Fig. 1: run 1, the clock network
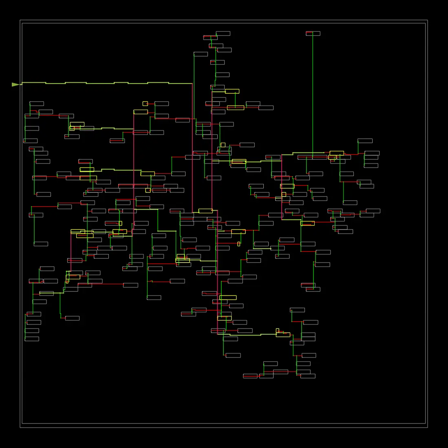
Fig. 2: run 1, close-up of the layout
Bar = 5 µm. Window x 124 to 144, y 178 to 198 µm. Cells in grey, sequential cells in the stronger grey; small squares are vias.
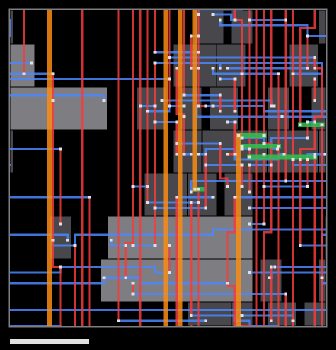
Fig. 3: run 1, ports around the boundary
Bar = 100 µm. Pins as bars across the die edge, other pins in grey.
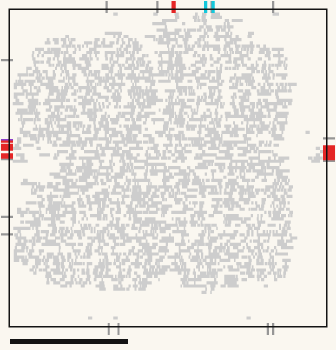
--- config.mk ---
export PLATFORM = sky130hd
export DESIGN_NAME = servo_pwm_multi
export DESIGN_NICKNAME = d
export VERILOG_FILES = /design/src/rtl/servo_pkg.sv /design/src/rtl/servo_channel.sv /design/src/rtl/servo_pwm_multi.sv
export SDC_FILE = /design/constraint.sdc
export NUM_CORES = 1
export LEC_CHECK = 0
export CORE_UTILIZATION = 35
export CTS_CLUSTER_DIAMETER = 40
export DETAILED_ROUTE_END_ITERATION = 8
export PLACE_DENSITY = 0.57
export SYNTH_ARGS = -nofsm -noshare
export SYNTH_HDL_FRONTEND = slang
export SYNTH_HIERARCHICAL = 1
export SYNTH_SLANG_ARGS = --single-unit
--- constraint.sdc ---
create_clock -name clk -period 6.25 [get_ports clk]
set_input_delay 1.25 -clock clk [delete_from_list [all_inputs] [get_ports clk]]
set_output_delay 1.25 -clock clk [all_outputs]
set_load 0.03 [all_outputs]
--- src/rtl/servo_pkg.sv ---
// rtl/servo_pkg.sv - shared defaults and width clamp for the servo PWM block
package servo_pkg;

    localparam int DEF_PERIOD = 540000;
    localparam int DEF_MIN_PW = 27000;
    localparam int DEF_MAX_PW = 54000;
    localparam int DEF_SLEW   = 1350;
    localparam int DEF_CENTER = (DEF_MIN_PW + DEF_MAX_PW) / 2;

    function automatic int clamp_pw(input int w, input int lo, input int hi);
        if (w < lo) begin
            return lo;
        end
        if (w > hi) begin
            return hi;
        end
        return w;
    endfunction

endpackage

--- src/rtl/servo_channel.sv ---
// rtl/servo_channel.sv - one servo channel: target/current width, slew limit, PWM compare
module servo_channel
    import servo_pkg::*;
#(
    parameter int CNT_W  = 20,
    parameter int CENTER = DEF_CENTER,
    parameter int SLEW   = DEF_SLEW
) (
    input  logic             clk,
    input  logic             rst_n,
    input  logic [CNT_W-1:0] counter,
    input  logic             update,
    input  logic             wr,
    input  logic             wr_en,
    input  logic [CNT_W-1:0] wr_width,
    output logic             servo,
    output logic             busy
);

    logic [CNT_W-1:0] target;
    logic [CNT_W-1:0] cur;
    logic             en;
    logic [CNT_W-1:0] target_nxt;
    logic [CNT_W-1:0] cur_nxt;
    logic             en_nxt;
    logic [CNT_W:0]   diff;
    logic [CNT_W:0]   step;

    // Next-state: commands load target/enable; cur only moves at the frame boundary, limited by SLEW.
    // The extra bit on diff/step keeps the distance and the moved value from wrapping.
    always_comb begin
        target_nxt = wr ? wr_width : target;
        en_nxt     = wr ? wr_en : en;
        cur_nxt    = cur;
        step       = (CNT_W+1)'(SLEW);
        if (target >= cur) begin
            diff = {1'b0, target} - {1'b0, cur};
        end else begin
            diff = {1'b0, cur} - {1'b0, target};
        end
        if (update) begin
            if (SLEW == 0 || diff <= step) begin
                cur_nxt = target;
            end else if (target > cur) begin
                cur_nxt = CNT_W'({1'b0, cur} + step);
            end else begin
                cur_nxt = CNT_W'({1'b0, cur} - step);
            end
        end
    end

    // Channel state plus registered PWM output and busy flag (busy tracks the post-edge values).
    always_ff @(posedge clk or negedge rst_n) begin
        if (!rst_n) begin
            target <= CNT_W'(CENTER);
            cur    <= CNT_W'(CENTER);
            en     <= 1'b0;
            servo  <= 1'b0;
            busy   <= 1'b0;
        end else begin
            target <= target_nxt;
            cur    <= cur_nxt;
            en     <= en_nxt;
            servo  <= en & (counter < cur);
            busy   <= (cur_nxt != target_nxt);
        end
    end

endmodule

--- src/rtl/servo_pwm_multi.sv ---
// rtl/servo_pwm_multi.sv - multi-channel servo PWM generator with shared frame counter and command decode
module servo_pwm_multi
    import servo_pkg::*;
#(
    parameter int N_CH   = 4,
    parameter int PERIOD = DEF_PERIOD,
    parameter int MIN_PW = DEF_MIN_PW,
    parameter int MAX_PW = DEF_MAX_PW,
    parameter int SLEW   = DEF_SLEW,
    localparam int CNT_W  = $clog2(PERIOD),
    localparam int CENTER = (MIN_PW + MAX_PW) / 2
) (
    input  logic             clk,
    input  logic             rst_n,
    input  logic             cmd_valid,
    output logic             cmd_ready,
    input  logic [3:0]       cmd_ch,
    input  logic             cmd_en,
    input  logic [CNT_W-1:0] cmd_width,
    output logic [N_CH-1:0]  servo,
    output logic [N_CH-1:0]  busy,
    output logic             frame_start,
    output logic             cmd_err
);

    logic [CNT_W-1:0] counter;
    logic             running;
    logic             last;
    logic             accept;
    logic             ch_ok;
    logic [CNT_W-1:0] clamped;

    // Ready in every cycle out of reset; a command is taken the cycle it is presented.
    assign cmd_ready = rst_n;
    assign accept    = cmd_valid & cmd_ready;
    assign ch_ok     = ({1'b0, cmd_ch} < 5'(N_CH));
    assign last      = running && (counter == CNT_W'(PERIOD - 1));
    assign clamped   = CNT_W'(clamp_pw(int'(cmd_width), MIN_PW, MAX_PW));

    // Frame counter; 'running' holds the count at 0 for the first post-reset cycle so that
    // cycle is reported as the first frame_start.
    always_ff @(posedge clk or negedge rst_n) begin
        if (!rst_n) begin
            counter     <= '0;
            running     <= 1'b0;
            frame_start <= 1'b0;
            cmd_err     <= 1'b0;
        end else begin
            running     <= 1'b1;
            counter     <= (last || !running) ? '0 : counter + 1'b1;
            frame_start <= last || !running;
            cmd_err     <= accept && !ch_ok;
        end
    end

    for (genvar i = 0; i < N_CH; i++) begin : g_ch
        servo_channel #(
            .CNT_W  (CNT_W),
            .CENTER (CENTER),
            .SLEW   (SLEW)
        ) u_ch (
            .clk      (clk),
            .rst_n    (rst_n),
            .counter  (counter),
            .update   (last),
            .wr       (accept && ch_ok && (cmd_ch == 4'(i))),
            .wr_en    (cmd_en),
            .wr_width (clamped),
            .servo    (servo[i]),
            .busy     (busy[i])
        );
    end

endmodule

==> impl_metrics.env, run 1 <==
# physical design summary
export IMPL_outcome="finished, final reports clean"
export IMPL_cts_max_level=4
export IMPL_layout_nonclk_buf_frac=0.03948
export IMPL_async_flop_share=1.000
export IMPL_reg2reg_slack_ns=0.28
export IMPL_grtUsageTotal=0.2313
export IMPL_antenna_found_initial=1
export IMPL_path_max_fanout=13
export IMPL_synth_seq_share=0.1993
export IMPL_core_um2=70150
export IMPL_synthesis_area_um2=24890
export IMPL_swShare=0.4639
export IMPL_setup_tns_final_ns=0
export IMPL_tightest_slew_ns=0.9113
export IMPL_dp_slack_ns=0.2276
export IMPL_dieArea_um2=72190
export IMPL_wl_um=84060
export IMPL_fmax_mhz=167.5
export IMPL_drc=0
export IMPL_first_pass_iters=5
export IMPL_finalCritPeriodShare=0.9553
export IMPL_seq_cells=195
export IMPL_n_all_buffers=128
export IMPL_nFillCells=7382
export IMPL_crit_chain="inv_1 -> ha_1 -> a21o_1 -> a31oi_2 -> a211oi_2 -> o311a_2 -> o21ai_1 -> buf_4 -> ha_1 -> a21o_1 -> a21oi_1 -> o21bai_1 -> a21oi_1 -> o21bai_1 -> a211o_1 -> a21oi_1 -> o21bai_1 -> xnor2_1 -> nand3_1 -> mux2i_1 -> nor4_1 -> a2111oi_2 -> and4b_1 -> nand4b_1"
export IMPL_gr_total_overflow=0
About Fig. 1:
number of clock buffers in the layout: 21
clk_skew: 0.01703 ns
clk sink count: 195

About Fig. 2:
[M1] blue
[M2] red
[M4] orange
[M3] green
cells with their middle in the window: 24
netlist names of flops here include: g_ch.u_ch/target (2), g_ch.u_ch/cur (1)
most frequent: a21oi_1 (3)
sequential cells in the window: 3

About Fig. 3:
[cmd_ch] cyan | pins: 4 | direction: input | edge: top
[cmd_en] purple | pins: 1 | direction: input | edge: left
[cmd_width] red | pins: 20 | direction: input | edge: 9 right, 8 left, 3 top
all pins by edge: 13 left, 11 top, 11 right, 4 bottom

-- run 1: registers in the layout (all words and copies together), names as in the netlist --
signal,flops
g_ch.u_ch/cur,80
g_ch.u_ch/target,80
counter,20
g_ch.u_ch/busy,4
g_ch.u_ch/en,4
g_ch.u_ch/servo,4
cmd_err,1
frame_start,1
running,1
-- run 1: stage by stage --
stage                     hold slack [ns]  power, mW  instances
after floorplan                    0.4818      4.252       3161
after global placement             0.4982      5.242       4087
after detailed placement           0.5012      5.232       4087
after CTS                          0.5178      6.514       4119
after global routing               0.5413      6.975       4126
final                              0.5142      6.541       4126
-- run 1: repair_timing --
item	CTS	global route
endpoints found under the setup margin	0	4
buffers inserted	0	7
gates resized	0	6
Fig. 4: run 1, wire density map
27 x 27 tiles, from white (low) to dark blue (high), scaled to the fullest tile. Values are wire area over tile area, all layers added.
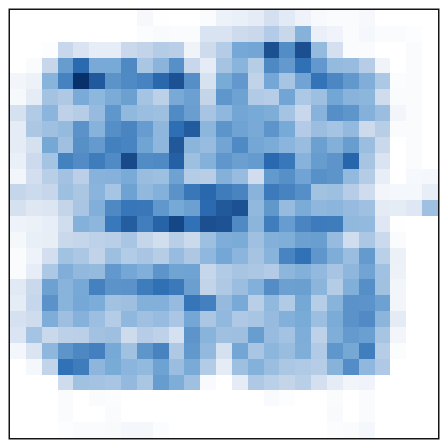

==> run 2, diff against run 1 <==
CORE_UTILIZATION = 55   (was 35)
CTS_CLUSTER_DIAMETER = 80   (was 40)
PLACE_DENSITY = 0.8   (was 0.57)
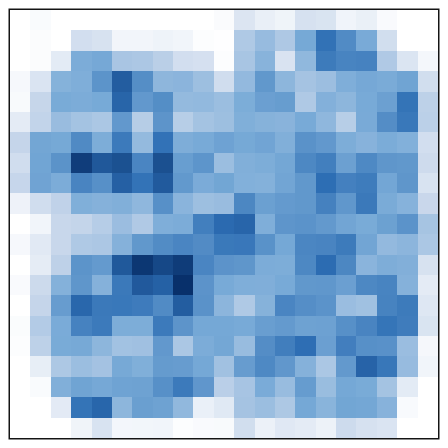
Fig. 5. Wire density map (run 2).
21 x 21 tiles, from white (low) to dark blue (high), scaled to the fullest tile. Values are wire area over tile area, all layers added.
nearly empty tiles: 8.4%
emptiest ninth of the die: top left
densest ninth of the die: middle
tiles over half the peak: 42%

==> run 2 against run 1 <==
  * Non-clock buffer count is 28 lower
  * Synthesized cell count unchanged
  * Clock power down 8%
  * Power is 1.4% lower
==> impl_metrics.env, run 2 <==
# physical design summary
export IMPL_finalCritPeriodShare=0.9526
export IMPL_nFillCells=3972
export IMPL_p_per_area_nw_per_um2=243.3
export IMPL_async_flop_share=1.000
export IMPL_drc=0
export IMPL_fmax_mhz=168.0
export IMPL_grtUsageTotal=0.3411
export IMPL_seq_cells=195
export IMPL_clock_sinks=195
export IMPL_path_class="register to register"
export IMPL_tightest_slew_ns=1.139
export IMPL_first_pass_iters=6
export IMPL_crit_chain="inv_1 -> ha_1 -> and3_1 -> o21ai_1 -> a211o_1 -> a21boi_4 -> buf_4 -> nor2_2 -> o31a_1 -> xnor2_1 -> or4_4 -> o21ai_2 -> buf_4 -> nand3_1 -> a31oi_1 -> xor2_1 -> or4_1 -> nor4_4 -> nand4b_1"
export IMPL_dp_slack_ns=-0.2791
export IMPL_synth_seq_share=0.1993
export IMPL_power_switching_mw=3.054
export IMPL_n_all_buffers=100
export IMPL_met1_length_um=33200
export IMPL_path_max_fanout=15
export IMPL_dieArea_um2=46110
export IMPL_reg_top3="g_ch.u_ch/cur (80), g_ch.u_ch/target (80), counter (20)"
export IMPL_setup_tns_final_ns=0
export IMPL_synthesis_area_um2=24890
export IMPL_antenna_found_initial=0
export IMPL_gr_total_overflow=0
export IMPL_timing_hold_ws_ns=0.5161
export IMPL_cts_max_level=4
export IMPL_swShare=0.4733
export IMPL_wl_met3_um=6055
export IMPL_outcome="finished, final reports clean"
export IMPL_core_um2=44410
export IMPL_wl_um=80100
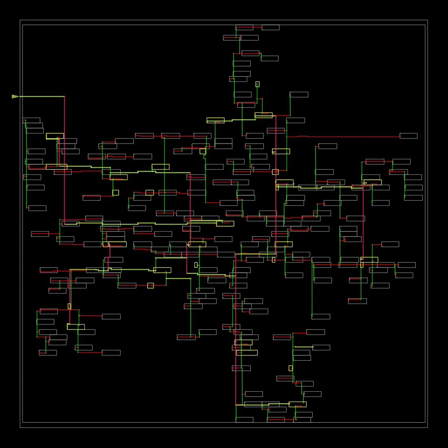
Fig. 6. The clock network (run 2).
Clock group: 1.15 mW
clk_skew: 0.01501 ns
Num CTS Buffers: 17
number of clock buffers in the layout: 22

==> run 2: cells by family after synthesis <==
logic type,after synthesis
and+or+nand+nor,960
DFF,195
xor gates and xnor gates,201
muxes,65
other,2
buffers and inverters,384
AOI/OAI and AO/OA,1022
adders and majority gates,317
==> run 2: metrics by stage <==
stage | std cells | util | power, mW
2_1_floorplan | 3161 | - | 4.252
3_3_place_gp | 3713 | 0.5820 | 5.085
3_5_place_dp | 3713 | 0.5820 | 5.174
4_1_cts | 3746 | 0.5951 | 6.351
5_1_grt | 3750 | 0.5971 | 6.833
6_report | 3750 | 0.5971 | 6.452
==> run 2: what timing repair did <==
item                       4_1_cts  5_1_grt
setup buffers                    1        4
setup endpoints to repair        1        5
resized                          1       14
hold endpoints to repair         0        0
pin swaps                        1        3
Fig. 7: run 2, close-up of the layout
Bar = 5 µm. Window x 97 to 117, y 140 to 160 µm. Cells in grey, sequential cells in the stronger grey; small squares are vias.
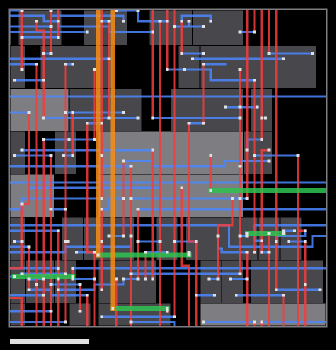

==> run 3, diff against run 2 <==
CORE_MARGIN = 2   (was not set)
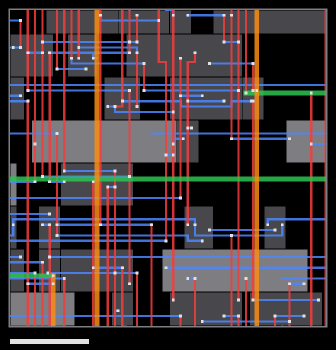
Fig. 8. Close-up of the layout (run 3).
Bar = 5 µm. Window x 98 to 118, y 142 to 162 µm. Cells in grey, sequential cells in the stronger grey; small squares are vias.
[M1] blue
[M2] red
[M3] green
[M4] orange
netlist names of flops here include: g_ch.u_ch/cur (1), g_ch.u_ch/target (1)
cells with their middle in the window: 22
sequential cells in the window: 2
most frequent: ha_1 (6), inv_1 (4)

==> run 3 against run 2 <==
  * Via count decreased by 0.73%
  * Core utilization increased by 0.15 points
  * Synthesized area unchanged
  * Power about the same
  * Worst setup slack got worse by 0.055 ns
  * Routed wire length decreased by 0.52%
  * Synthesized cell count unchanged
  * First-iteration DRC count decreased by 5.3%
  * Register-to-register slack got worse by 0.05 ns
  * Highest routed layer is now met5
==> impl_metrics.env, run 3 <==
# physical design summary
export IMPL_p_per_area_nw_per_um2=242.6
export IMPL_dp_cells=3718
export IMPL_numCtsBuffers=17
export IMPL_crit_chain="inv_1 -> ha_1 -> a21oi_1 -> o21ai_0 -> o311a_4 -> o21ai_2 -> inv_2 -> fa_1 -> a21o_1 -> a21oi_1 -> o21bai_1 -> a21oi_1 -> o21bai_1 -> a211o_1 -> a21oi_1 -> o21ai_0 -> xnor2_1 -> nand3_1 -> mux2i_1 -> nor4_1 -> a2111oi_2 -> and4b_1 -> nand4b_1"
export IMPL_seq_cells=195
export IMPL_met1_length_um=33560
export IMPL_core_um2=44410
export IMPL_cts_resized=1
export IMPL_reg2reg_slack_ns=0.24
export IMPL_synthesis_area_um2=24890
export IMPL_grtUsageTotal=0.3355
export IMPL_report_power_total_mw=6.449
export IMPL_finalClockSkew_ns=0.01135
export IMPL_setup_tns_final_ns=0
export IMPL_timing_hold_ws_ns=0.5162
export IMPL_fin_util=0.5986
export IMPL_dp_slack_ns=-0.1062
export IMPL_clock_buffers=17
export IMPL_layout_nonclk_buf_frac=0.03426
export IMPL_wl_um=79690
export IMPL_nFillCells=4002
export IMPL_path_class="register to register"
export IMPL_drc=0
export IMPL_internal_power_mw=3.398
export IMPL_grt_pass1_wl_um=126100
export IMPL_fin_cells=3756
export IMPL_swShare=0.4731
export IMPL_numPortBuffers=38
export IMPL_power_switching_mw=3.051
export IMPL_clock_sinks=195
export IMPL_finalCritPeriodShare=0.9614
export IMPL_post_cts_repair_setup_buffers=0
export IMPL_async_flop_share=1.000
export IMPL_dieArea_um2=46970
export IMPL_cap_violations=0
export IMPL_final_max_slew_viol_count=0
export IMPL_path_max_fanout=10
export IMPL_p_seq_frac=0.238
export IMPL_hold_path_depth=1
export IMPL_fmax_mhz=166.4
export IMPL_wl_met3_um=6060
export IMPL_antenna_found_initial=1
export IMPL_outcome="finished, final reports clean"
export IMPL_cts_max_level=4
export IMPL_synth_seq_share=0.1993
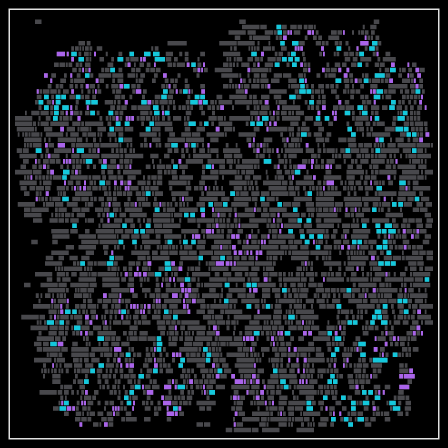
Fig. 9. Gate families picked out (run 3).
[nor cells] purple | cells: 392 | where: all over the die
[non-inverting ao/oa cells] cyan | cells: 261 | where: all over the die

run 3: cell types whose count changed in the layout (fill, tap and decap cells not counted), sizes merged:
cell / before / now
inv: 251 / 252
buf: 62 / 68
clkinv: 5 / 8
clkbuf: 23 / 18
clkinvlp: 1 / 2
run 3: power groups by stage:
| stage | Clock, mW | Sequential, mW | Combinational [mW] |
|---|---|---|---|
| 6_report | 1.17 | 1.53 | 3.74 |
| 5_1_grt | 1.24 | 1.55 | 4.06 |
| 3_5_place_dp | 0 | 1.55 | 3.61 |
| 4_1_cts | 1.20 | 1.53 | 3.64 |
| 2_1_floorplan | 0 | 1.53 | 2.72 |
| 3_3_place_gp | 0 | 1.54 | 3.56 |
Power and IR drop assume default switching activity.
